$ cat src/rtl/tick_pwm_if.sv
// Control/status bundle between a tick_pwm and its owner.
interface tick_pwm_if #(
  parameter int CW = 4
);
  logic          enable;
  logic          tick_src;
  logic [CW-1:0] duty;
  logic          pwm;
  logic          period_start;
  logic [CW-1:0] phase;

  modport master (
    output enable, tick_src, duty,
    input  pwm, period_start, phase
  );

  modport slave (
    input  enable, tick_src, duty,
    output pwm, period_start, phase
  );
endinterface

$ cat src/rtl/tick_pwm_rise_detect.sv
// Single-register rising-edge detector for a same-domain tick source.
module rise_detect (
  input  logic clk_in,
  input  logic reset,
  input  logic din,
  output logic rise
);
  logic prev_r;

  // Reset loads the live input so a source already high at release is not a rise.
  always_ff @(posedge clk_in) begin
    prev_r <= din;
  end

  assign rise = din & ~prev_r & ~reset;
endmodule

$ cat src/rtl/tick_pwm.sv
// Tick-driven PWM: phase counter over PERIOD ticks, duty latched at period wrap.
module tick_pwm #(
  parameter int PERIOD = 10,
  parameter int CW     = $clog2(PERIOD + 1)
) (
  input logic       clk_in,
  input logic       reset,
  tick_pwm_if.slave bus
);
  localparam logic [CW-1:0] PER_C  = CW'(PERIOD);
  localparam logic [CW-1:0] LAST_C = CW'(PERIOD - 1);

  function automatic logic [CW-1:0] sat_duty(input logic [CW-1:0] d);
    return (d > PER_C) ? PER_C : d;
  endfunction

  logic          rise;
  logic [CW-1:0] dsat;
  logic [CW-1:0] phase_r;
  logic [CW-1:0] phase_inc;
  logic [CW-1:0] duty_active;
  logic          pwm_r;
  logic          ps_r;

  rise_detect u_rise (
    .clk_in (clk_in),
    .reset  (reset),
    .din    (bus.tick_src),
    .rise   (rise)
  );

  assign dsat      = sat_duty(bus.duty);
  assign phase_inc = phase_r + CW'(1);

  // Disabled tracks the request every cycle so enabling starts on the current duty.
  always_ff @(posedge clk_in) begin
    if (reset) begin
      phase_r     <= '0;
      duty_active <= '0;
      pwm_r       <= 1'b0;
      ps_r        <= 1'b0;
    end else if (!bus.enable) begin
      phase_r     <= '0;
      duty_active <= dsat;
      pwm_r       <= 1'b0;
      ps_r        <= 1'b0;
    end else if (rise) begin
      if (phase_r == LAST_C) begin
        phase_r     <= '0;
        duty_active <= dsat;
        pwm_r       <= (dsat != '0);
        ps_r        <= 1'b1;
      end else begin
        phase_r <= phase_inc;
        pwm_r   <= (phase_inc < duty_active);
        ps_r    <= 1'b0;
      end
    end else begin
      pwm_r <= (phase_r < duty_active);
      ps_r  <= 1'b0;
    end
  end

  assign bus.pwm          = pwm_r;
  assign bus.period_start = ps_r;
  assign bus.phase        = phase_r;
endmodule

$ cat src/flat_wrapper.sv
// flat-port wrapper written by rule: the top's interface ports become plain ports
module tick_pwm_flat 
#(
  parameter int PERIOD = 10,
  parameter int CW     = $clog2(PERIOD + 1)
)
  (clk_in, reset, bus_enable, bus_tick_src, bus_duty, bus_pwm, bus_period_start, bus_phase);
  tick_pwm_if #(.CW(CW)) bus_i ();
  input logic clk_in;
  input logic reset;
  input wire logic [$bits(bus_i.enable)-1:0] bus_enable;
  input wire logic [$bits(bus_i.tick_src)-1:0] bus_tick_src;
  input wire logic [$bits(bus_i.duty)-1:0] bus_duty;
  output wire logic [$bits(bus_i.pwm)-1:0] bus_pwm;
  output wire logic [$bits(bus_i.period_start)-1:0] bus_period_start;
  output wire logic [$bits(bus_i.phase)-1:0] bus_phase;
  assign bus_i.enable = bus_enable;
  assign bus_i.tick_src = bus_tick_src;
  assign bus_i.duty = bus_duty;
  assign bus_pwm = bus_i.pwm;
  assign bus_period_start = bus_i.period_start;
  assign bus_phase = bus_i.phase;
  tick_pwm #(.PERIOD(PERIOD), .CW(CW)) u_core (.clk_in(clk_in), .reset(reset), .bus(bus_i));
endmodule
$ cat config.mk
export PLATFORM = sky130hd
export DESIGN_NAME = tick_pwm_flat
export DESIGN_NICKNAME = d
export VERILOG_FILES = /design/src/rtl/tick_pwm_if.sv /design/src/rtl/tick_pwm_rise_detect.sv /design/src/rtl/tick_pwm.sv /design/src/flat_wrapper.sv
export SDC_FILE = /design/constraint.sdc
export NUM_CORES = 1
export LEC_CHECK = 0
export ABC_CLOCK_PERIOD_IN_PS = 1800
export CAP_MARGIN = 20
export CELL_PAD_IN_SITES_DETAIL_PLACEMENT = 1
export CELL_PAD_IN_SITES_GLOBAL_PLACEMENT = 1
export CORE_UTILIZATION = 38
export CTS_BUF_LIST = sky130_fd_sc_hd__clkbuf_8
export DETAILED_ROUTE_END_ITERATION = 7
export PLACE_DENSITY_LB_ADDON = 0.25
export SETUP_SLACK_MARGIN = 0.02
export SYNTH_ARGS = -nofsm -noshare
export SYNTH_HDL_FRONTEND = slang
export SYNTH_SLANG_ARGS = --single-unit
$ cat constraint.sdc
create_clock -name clk_in -period 1.8 [get_ports clk_in]
set_input_delay 0.36 -clock clk_in [delete_from_list [all_inputs] [get_ports clk_in]]
set_output_delay 0.36 -clock clk_in [all_outputs]
set_load 0.02 [all_outputs]
==> run_1/io_fan.png <==
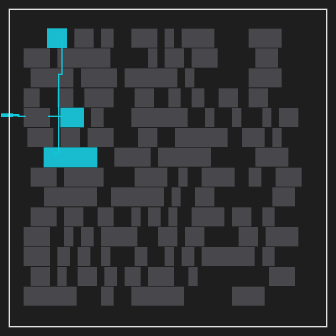
legend:
  bus_tick_src:
    colour: cyan
    bits: 1
    direction: input
    edge: left
    end_cells: 3
    wire: 20.2 µm

==> run_1/layer_met1.png <==
Supply wires on this layer in grey.
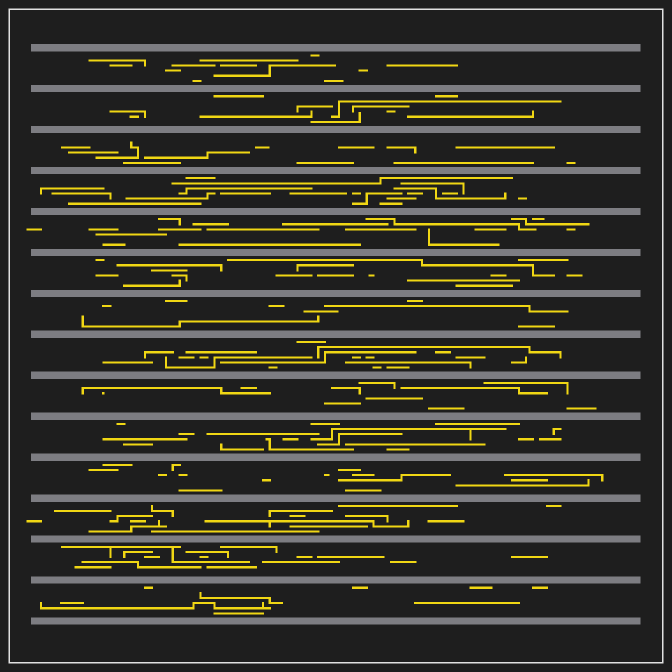
main direction: horizontal
wire length on this layer: 777 µm
via count: 608
GR Layer Usage met1: 26.0%
routed wire length: 1840 µm

==> results.toml, run 1 <==
# synthesis and place-and-route metrics
[finish]
combGateArea_um2 = 389
clock_area_share_pct = 5.06
seq_cell_count = 11
drive_above_1_share_pct = 15.8
design_area_um2 = 891
clkbuf_count = 3
fin_nets = 112
seq_area_share_pct = 24.9
syn_to_final_growth_pct = 37.5
comb_area_share_pct = 43.7
n_antenna_cell = 0
final_common_cell = "clkdlybuf4s50_1"
stdcell_count = 111
n_all_inverters = 6
num-multi-input-gates = 53
largest_cell_class = "multi-input combinational cells"
layout_top_cells = "12 x clkdlybuf4s50_1, 10 x dfxtp_1, 8 x a21oi_1, 8 x ha_1, 8 x buf_4"
n_all_buffers = 21

[worst_setup_path]
max_stage_delay_ns = 0.66
critPathMaxFanout = 6
worst_setup_path_start_kind = "flip-flop"
crit_type = "flip-flop to output pin"
critical_path.cell_chain = "clkdlybuf4s50_1"
cpLargestDelayFamily = "buffers and inverters"
crit_start = "u_core.bus.phase[2]"
endpoint = "bus_phase[2]"
crit_arrival_ns = 1.37
worstPathRequired_ns = 1.44
rr_worst_depth = 7
worst_setup_path_end_kind = "output pin"
crit_slowest_cell = "clkdlybuf4s50_1"
r2r-end = "u_core.bus.pwm"

[power]
ir_worst_vdd_mv = 0.412
total_power_w = 0.000584
power_frac_seq_pct = 44.0
swShare_pct = 23.8
pwr-share-comb_pct = 13.7
p_seq_w = 0.000257
largestPowerGroup = "registers"
p_sw_w = 0.000139
p_clk_share_pct = 42.3
internal-power_w = 0.000445
comb-power_w = 0.0000802
power.density_nw_per_um2 = 656
power_clock_w = 0.000247

[synth]
area_leaders = "dfxtp_1 34%, ha_1 15%, a21oi_1 6.2%"
ys.flops = 11
yosys.area_share.aoi_pct = 21.0
synth.area.mux_share_pct = 1.54
top_area_cell = "dfxtp_1"
avgSynthCellArea_um2 = 9.00
synthXorXnorAreaFrac_pct = 2.70
ys_chip_area_um2 = 648
ys_sh_adder_pct = 15.4
netlist_area_um2 = 648
most_common_cell = "dfxtp_1"
top_logic_kind = "AND-OR/OR-AND gates"
yosys_warnings = 0
common_cells = "11 x dfxtp_1, 8 x a21oi_1, 8 x ha_1, 6 x nor2_1, 5 x inv_1"
ys_sh_simple_pct = 19.3
postSynthCellCount = 72
top_area_share_pct = 34.0
ys_seq_share_pct = 34.0
ff_type = "dfxtp_1"
ys_types = 31
synth-cells-yosys = 72
synth-async-reset-ratio_pct = 0

[placement]
routabilityCongestion = 0.736
dp_slack_ns = -0.0989
dp_cells = 107
numPortBuffers = 13

[floorplanning]
ios = 14
tapCellCount = 16
num_rows = 14
die_x_um = 43.3

[timing]
hold_slack_ns = 0.515
worst_pin_slew_ns = 0.318
fin_setup_tns_ns = 0
skew_ns = 0.00249
setup_viol = 0
final.period_utilization_pct = 96.2
slew_viol_final = 0
max_slew_margin_pct = 78.7
clock.fmax_ghz = 0.577

[outcome]
status = "complete, no violations"

[global_route]
grt_pass1_vias = 655
track_usage_pct = 21.8
grt_max_degree = 8
grtUsageMet2_pct = 38.2
grt_first_pass_wirelength_um = 2930
grt_antenna_before_repair = 0
overflow = 0
grt.busiest_layer = "met2"

[cts]
clk_latency_ns = 0.24
ctsHoldBuffers = 0
htree_levels = 1
cts_buffer_depth = 2
cts_tree = "yes"
cts_buffers = 3
path_clk_slew_ns = 0.05
cts-root-buf = "clkbuf_8"

[drt]
drt-initial-drc-count = 3
postRouteAntennaNets = 0
highest_layer = "met4"
wl_per_cell_um = 16.6
drc_errors = 0
wl_met3_um = 48
wl_met1_um = 777

[hold_path]
min_to = "u_core.duty_active[1]"
hp-start = "u_core.duty_active[1]"
hp-class = "flip-flop to flip-flop"

[job]
log.warning_count = 28
==> run_1/cell_density.png <==
9 x 9 tiles, from white (low) to dark blue (high), 0 to 100% covered.
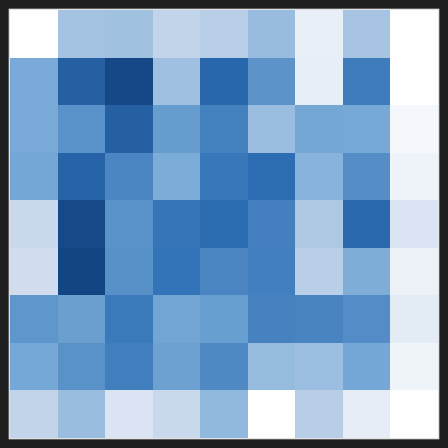
emptiest ninth of the die: top right
densest ninth of the die: middle
nearly empty tiles: 6.2%
tiles over 75% full: 12%
fullest tile: 92%
mean over tiles: 46%
Core ar.: 1540 µm²
Final Util: 57.8%
FP Core Util: 42.0%

==> run 2, diff against run 1 <==
--- a/config.mk
+++ b/config.mk
@@ -14,6 +14,7 @@
 export DETAILED_ROUTE_END_ITERATION = 7
 export PLACE_DENSITY_LB_ADDON = 0.25
 export SETUP_SLACK_MARGIN = 0.02
+export SLEW_MARGIN = 20
 export SYNTH_ARGS = -nofsm -noshare
 export SYNTH_HDL_FRONTEND = slang
 export SYNTH_SLANG_ARGS = --single-unit
==> run 2 against run 1 <==
  * Register-to-register slack about the same
  * Utilization unchanged
  * Critical path depth unchanged
  * Non-clock buffer count unchanged
  * Highest routed layer unchanged
==> results.toml, run 2 <==
# synthesis and place-and-route metrics
[cts]
cts_tree = "yes"
htree_levels = 1
ctsHoldBuffers = 0
clk_latency_ns = 0.24
cts_buffer_depth = 2
cts-root-buf = "clkbuf_8"
cts_buffers = 3
path_clk_slew_ns = 0.05

[finish]
n_all_buffers = 21
layout_top_cells = "12 x clkdlybuf4s50_1, 10 x dfxtp_1, 8 x a21oi_1, 8 x ha_1, 8 x buf_4"
n_antenna_cell = 0
postLayoutCoreUtil_pct = 57.8
final_common_cell = "clkdlybuf4s50_1"
num-multi-input-gates = 53
stdcell_count = 111
design_area_um2 = 891
seq_cell_count = 11
drive_above_1_share_pct = 15.8
fin_nets = 112
seq_area_share_pct = 24.9
comb_area_share_pct = 43.7
combGateArea_um2 = 389
largest_cell_class = "multi-input combinational cells"
n_all_inverters = 6

[global_route]
track_usage_pct = 21.8
grtUsageMet2_pct = 38.2
overflow = 0
grt_max_degree = 8
grt_pass1_vias = 655
use_met1_pct = 26.0
grt_first_pass_wirelength_um = 2930
grt_antenna_before_repair = 0

[power]
largestPowerGroup = "registers"
internal-power_w = 0.000445
pwr-share-comb_pct = 13.7
power_clock_w = 0.000247
power.density_nw_per_um2 = 656
ir_worst_vdd_mv = 0.412
power_frac_seq_pct = 44.0
p_clk_share_pct = 42.3
p_seq_w = 0.000257
p_sw_w = 0.000139

[synth]
ys_seq_share_pct = 34.0
yosys.area_share.aoi_pct = 21.0
ys_sh_simple_pct = 19.3
synth-cells-yosys = 72
ys.flops = 11
ff_type = "dfxtp_1"
ys_sh_adder_pct = 15.4
most_common_cell = "dfxtp_1"
avgSynthCellArea_um2 = 9.00
top_logic_kind = "AND-OR/OR-AND gates"
top_area_share_pct = 34.0
common_cells = "11 x dfxtp_1, 8 x a21oi_1, 8 x ha_1, 6 x nor2_1, 5 x inv_1"
area_leaders = "dfxtp_1 34%, ha_1 15%, a21oi_1 6.2%"
netlist_area_um2 = 648
top_area_cell = "dfxtp_1"
ys_types = 31
postSynthCellCount = 72
ys_chip_area_um2 = 648

[placement]
dp_cells = 107
dp_slack_ns = -0.0989
numPortBuffers = 13
routabilityCongestion = 0.736

[drt]
postRouteAntennaNets = 0
drt-initial-drc-count = 3
drc_errors = 0
via_count = 608
routed_wl_um = 1840
wl_met3_um = 48
wl_met1_um = 777
highest_layer = "met4"

[worst_setup_path]
rr_worst_depth = 7
worst_setup_path_end_kind = "output pin"
critPathMaxFanout = 6
crit_start = "u_core.bus.phase[2]"
crit_slowest_cell = "clkdlybuf4s50_1"
critical_path.cell_chain = "clkdlybuf4s50_1"
worstPathRequired_ns = 1.44
cpLargestDelayFamily = "buffers and inverters"
endpoint = "bus_phase[2]"
r2r-end = "u_core.bus.pwm"
max_stage_delay_ns = 0.66
worst_setup_path_start_kind = "flip-flop"
crit_arrival_ns = 1.37
crit_type = "flip-flop to output pin"

[floorplanning]
tapCellCount = 16
die_x_um = 43.3
num_rows = 14
fp_util_pct = 42.0
coreArea_um2 = 1540

[timing]
worst_pin_slew_ns = 0.318
hold_slack_ns = 0.515
skew_ns = 0.00249
slew_viol_final = 0
setup_viol = 0
final.period_utilization_pct = 96.2
clock.fmax_ghz = 0.577

[hold_path]
hp-class = "flip-flop to flip-flop"
hp-start = "u_core.duty_active[1]"
min_to = "u_core.duty_active[1]"

[outcome]
status = "complete, no violations"
==> run_2/cell_density.png <==
9 x 9 tiles, from white (low) to dark blue (high), 0 to 100% covered.
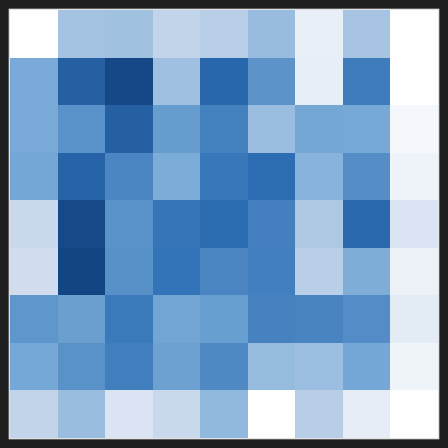

==> run_2/placement_by_type.png <==
The bar under the picture is 10 µm long. Fill, decap, tap and diode cells in grey.
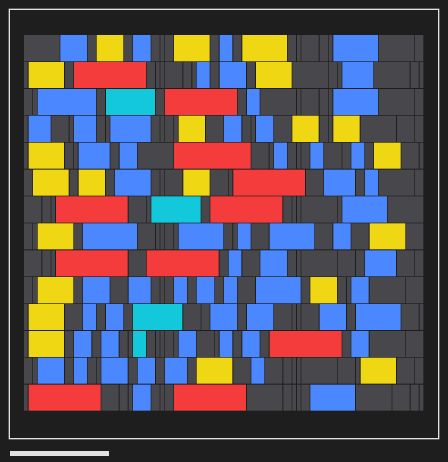
legend:
  clock drivers and dummy loads:
    colour: cyan
    cells: 4
    share_of_their_area: 5.2%
  sequential cells:
    colour: red
    cells: 11
    share_of_their_area: 25%
  remaining buffers and delay cells:
    colour: yellow
    cells: 21
    share_of_their_area: 22%
  combinational and other logic:
    colour: blue
    cells: 59
    share_of_their_area: 47%

==> run 3, diff against run 2 <==
--- a/config.mk
+++ b/config.mk
@@ -9,6 +9,7 @@
 export CAP_MARGIN = 20
 export CELL_PAD_IN_SITES_DETAIL_PLACEMENT = 1
 export CELL_PAD_IN_SITES_GLOBAL_PLACEMENT = 1
+export CORE_MARGIN = 2
 export CORE_UTILIZATION = 38
 export CTS_BUF_LIST = sky130_fd_sc_hd__clkbuf_8
 export DETAILED_ROUTE_END_ITERATION = 7
==> run_3/layer_met1.png <==
Supply wires on this layer in grey.
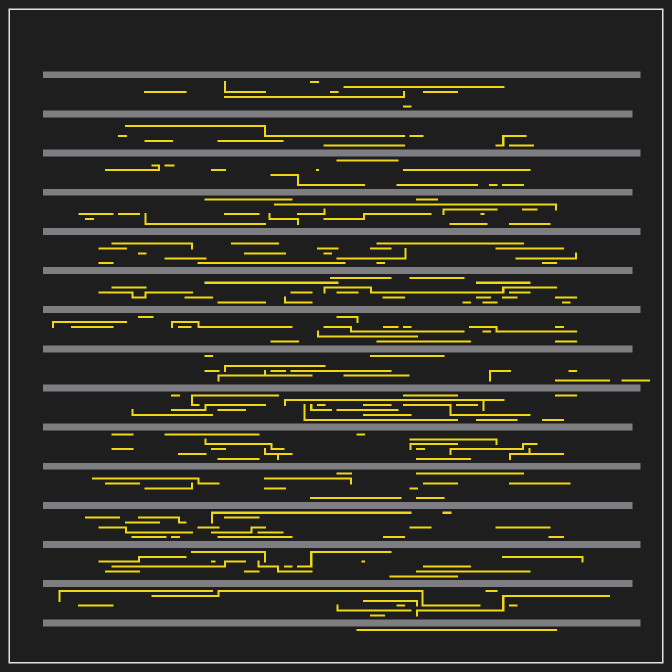
main direction: horizontal
nets with wire on the layer: 99
longest straight run: 19.6 µm

==> run 3 against run 2 <==
  * Synthesized area stayed put
  * Clock power about the same
  * Clock skew decreased by 0.00072 ns
  * Highest routed layer unchanged
  * Count of clock-buffer cells in the layout unchanged
  * Final cell count did not move
  * Via count rose by 1.6%
  * Critical path type unchanged
  * Die size up 9.5%
  * Utilization shrank 0.33 points
  * Sequential share of layout area decreased by 0.14 points
  * Flip-flop count did not move
  * Non-clock buffer count stayed put
==> results.toml, run 3 <==
# synthesis and place-and-route metrics
[outcome]
status = "complete, no violations"

[synth]
ys_chip_area_um2 = 648
ys.flops = 11
avgSynthCellArea_um2 = 9.00
ys_types = 31
synth-cells-yosys = 72
netlist_area_um2 = 648
syn-num-nets = 88
common_cells = "11 x dfxtp_1, 8 x a21oi_1, 8 x ha_1, 6 x nor2_1, 5 x inv_1"
most_common_cell = "dfxtp_1"
yosys.area_share.aoi_pct = 21.0
yosys_warnings = 0
top_area_cell = "dfxtp_1"
ys_sh_simple_pct = 19.3
synthXorXnorAreaFrac_pct = 2.70
edf_count = 0
top_logic_kind = "AND-OR/OR-AND gates"
ys_seq_share_pct = 34.0
postSynthCellCount = 72
synth-async-reset-ratio_pct = 0
top_area_share_pct = 34.0
synth.area.mux_share_pct = 1.54
ff_type = "dfxtp_1"
area_leaders = "dfxtp_1 34%, ha_1 15%, a21oi_1 6.2%"
ys_sh_adder_pct = 15.4

[timing]
setup_viol = 0
final.period_utilization_pct = 95.6
max_slew_margin_pct = 78.3
hold_slack_ns = 0.501
fin_setup_tns_ns = 0
finalHoldViolCount = 0
clock.fmax_ghz = 0.581
skew_ns = 0.00176
rsz0062_at_grt = "false"
slew_viol_final = 0
worst_pin_slew_ns = 0.324

[cts]
cts_buffers = 3
cts-root-buf = "clkbuf_8"
cts_tree = "yes"
cts_buffer_depth = 2
clk_latency_ns = 0.24
path_clk_slew_ns = 0.05
ctsHoldBuffers = 0
htree_levels = 1
cts_resized = 0

[floorplanning]
num_rows = 14
coreArea_um2 = 1560
tapCellCount = 16
die_h_um = 45.3
die_x_um = 45.3
fp_util_pct = 41.6
die_area_um2 = 2050

[global_route]
grt_pass1_vias = 628
use_met1_pct = 25.9
grtUsageMet2_pct = 37.1
grt_antenna_before_repair = 0
grt.busiest_layer = "met2"
overflow = 0
grt_first_pass_wirelength_um = 3000
grt_max_degree = 8
track_usage_pct = 20.9

[worst_setup_path]
cpLargestDelayFamily = "buffers and inverters"
endpoint = "bus_phase[1]"
worstPathRequired_ns = 1.44
critical_path.cell_chain = "buf_4, clkdlybuf4s50_1"
crit_slowest_cell = "clkdlybuf4s50_1"
rr_worst_depth = 7
crit_start = "u_core.bus.phase[1]"
worst_setup_path_end_kind = "output pin"
max_stage_delay_ns = 0.60
r2r-end = "u_core.bus.pwm"
r2r_start = "u_core.bus.phase[1]"
worst_setup_path_start_kind = "flip-flop"
crit_arrival_ns = 1.36
critPathMaxFanout = 4
crit_type = "flip-flop to output pin"

[power]
p_sw_w = 0.000143
p_seq_w = 0.000256
largestPowerGroup = "registers"
swShare_pct = 24.1
ir_worst_vdd_mv = 0.405
power_frac_seq_pct = 43.3
p_leak_nw = 0.392
total_power_w = 0.000592
comb-power_w = 0.0000854
power.density_nw_per_um2 = 660
internal-power_w = 0.000449
p_clk_share_pct = 42.3
pwr-share-comb_pct = 14.4
power_clock_w = 0.000250

[finish]
seq_cell_count = 11
n_all_inverters = 6
clock_area_share_pct = 5.03
combGateArea_um2 = 394
layout_top_cells = "12 x clkdlybuf4s50_1, 10 x dfxtp_1, 8 x a21oi_1, 8 x ha_1, 8 x buf_4"
num-multi-input-gates = 53
fin_nets = 112
register_area_um2 = 221
drive_above_1_share_pct = 16.8
seq_area_share_pct = 24.7
stdcell_count = 111
postLayoutCoreUtil_pct = 57.5
n_all_buffers = 21
largest_cell_class = "multi-input combinational cells"
comb_area_share_pct = 44.0
n_antenna_cell = 0
syn_to_final_growth_pct = 38.2
final_common_cell = "clkdlybuf4s50_1"
clkbuf_count = 3
design_area_um2 = 896

[drt]
via_count = 618
drt-initial-drc-count = 13
routed_via_density = 5.57
wl_met1_um = 758
highest_layer = "met4"
routed_wl_um = 1740
wl_per_cell_um = 15.7
drc_errors = 0
postRouteAntennaNets = 0
wl_met3_um = 79
dr.pass1.iters = 4
met2RoutedLength_um = 864

[job]
log.warning_count = 27
cap_violations = 0

[hold_path]
min_to = "u_core.bus.phase[1]"
hp-start = "u_core.bus.phase[1]"
hp-class = "flip-flop to flip-flop"

[placement]
dp_slack_ns = -0.126
routabilityCongestion = 0.727
dp_cells = 107
==> run_3/io_fan.png <==
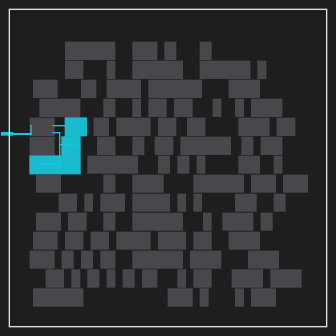
PortBufs: 13
Ports: 14

Power and IR drop assume default switching activity.
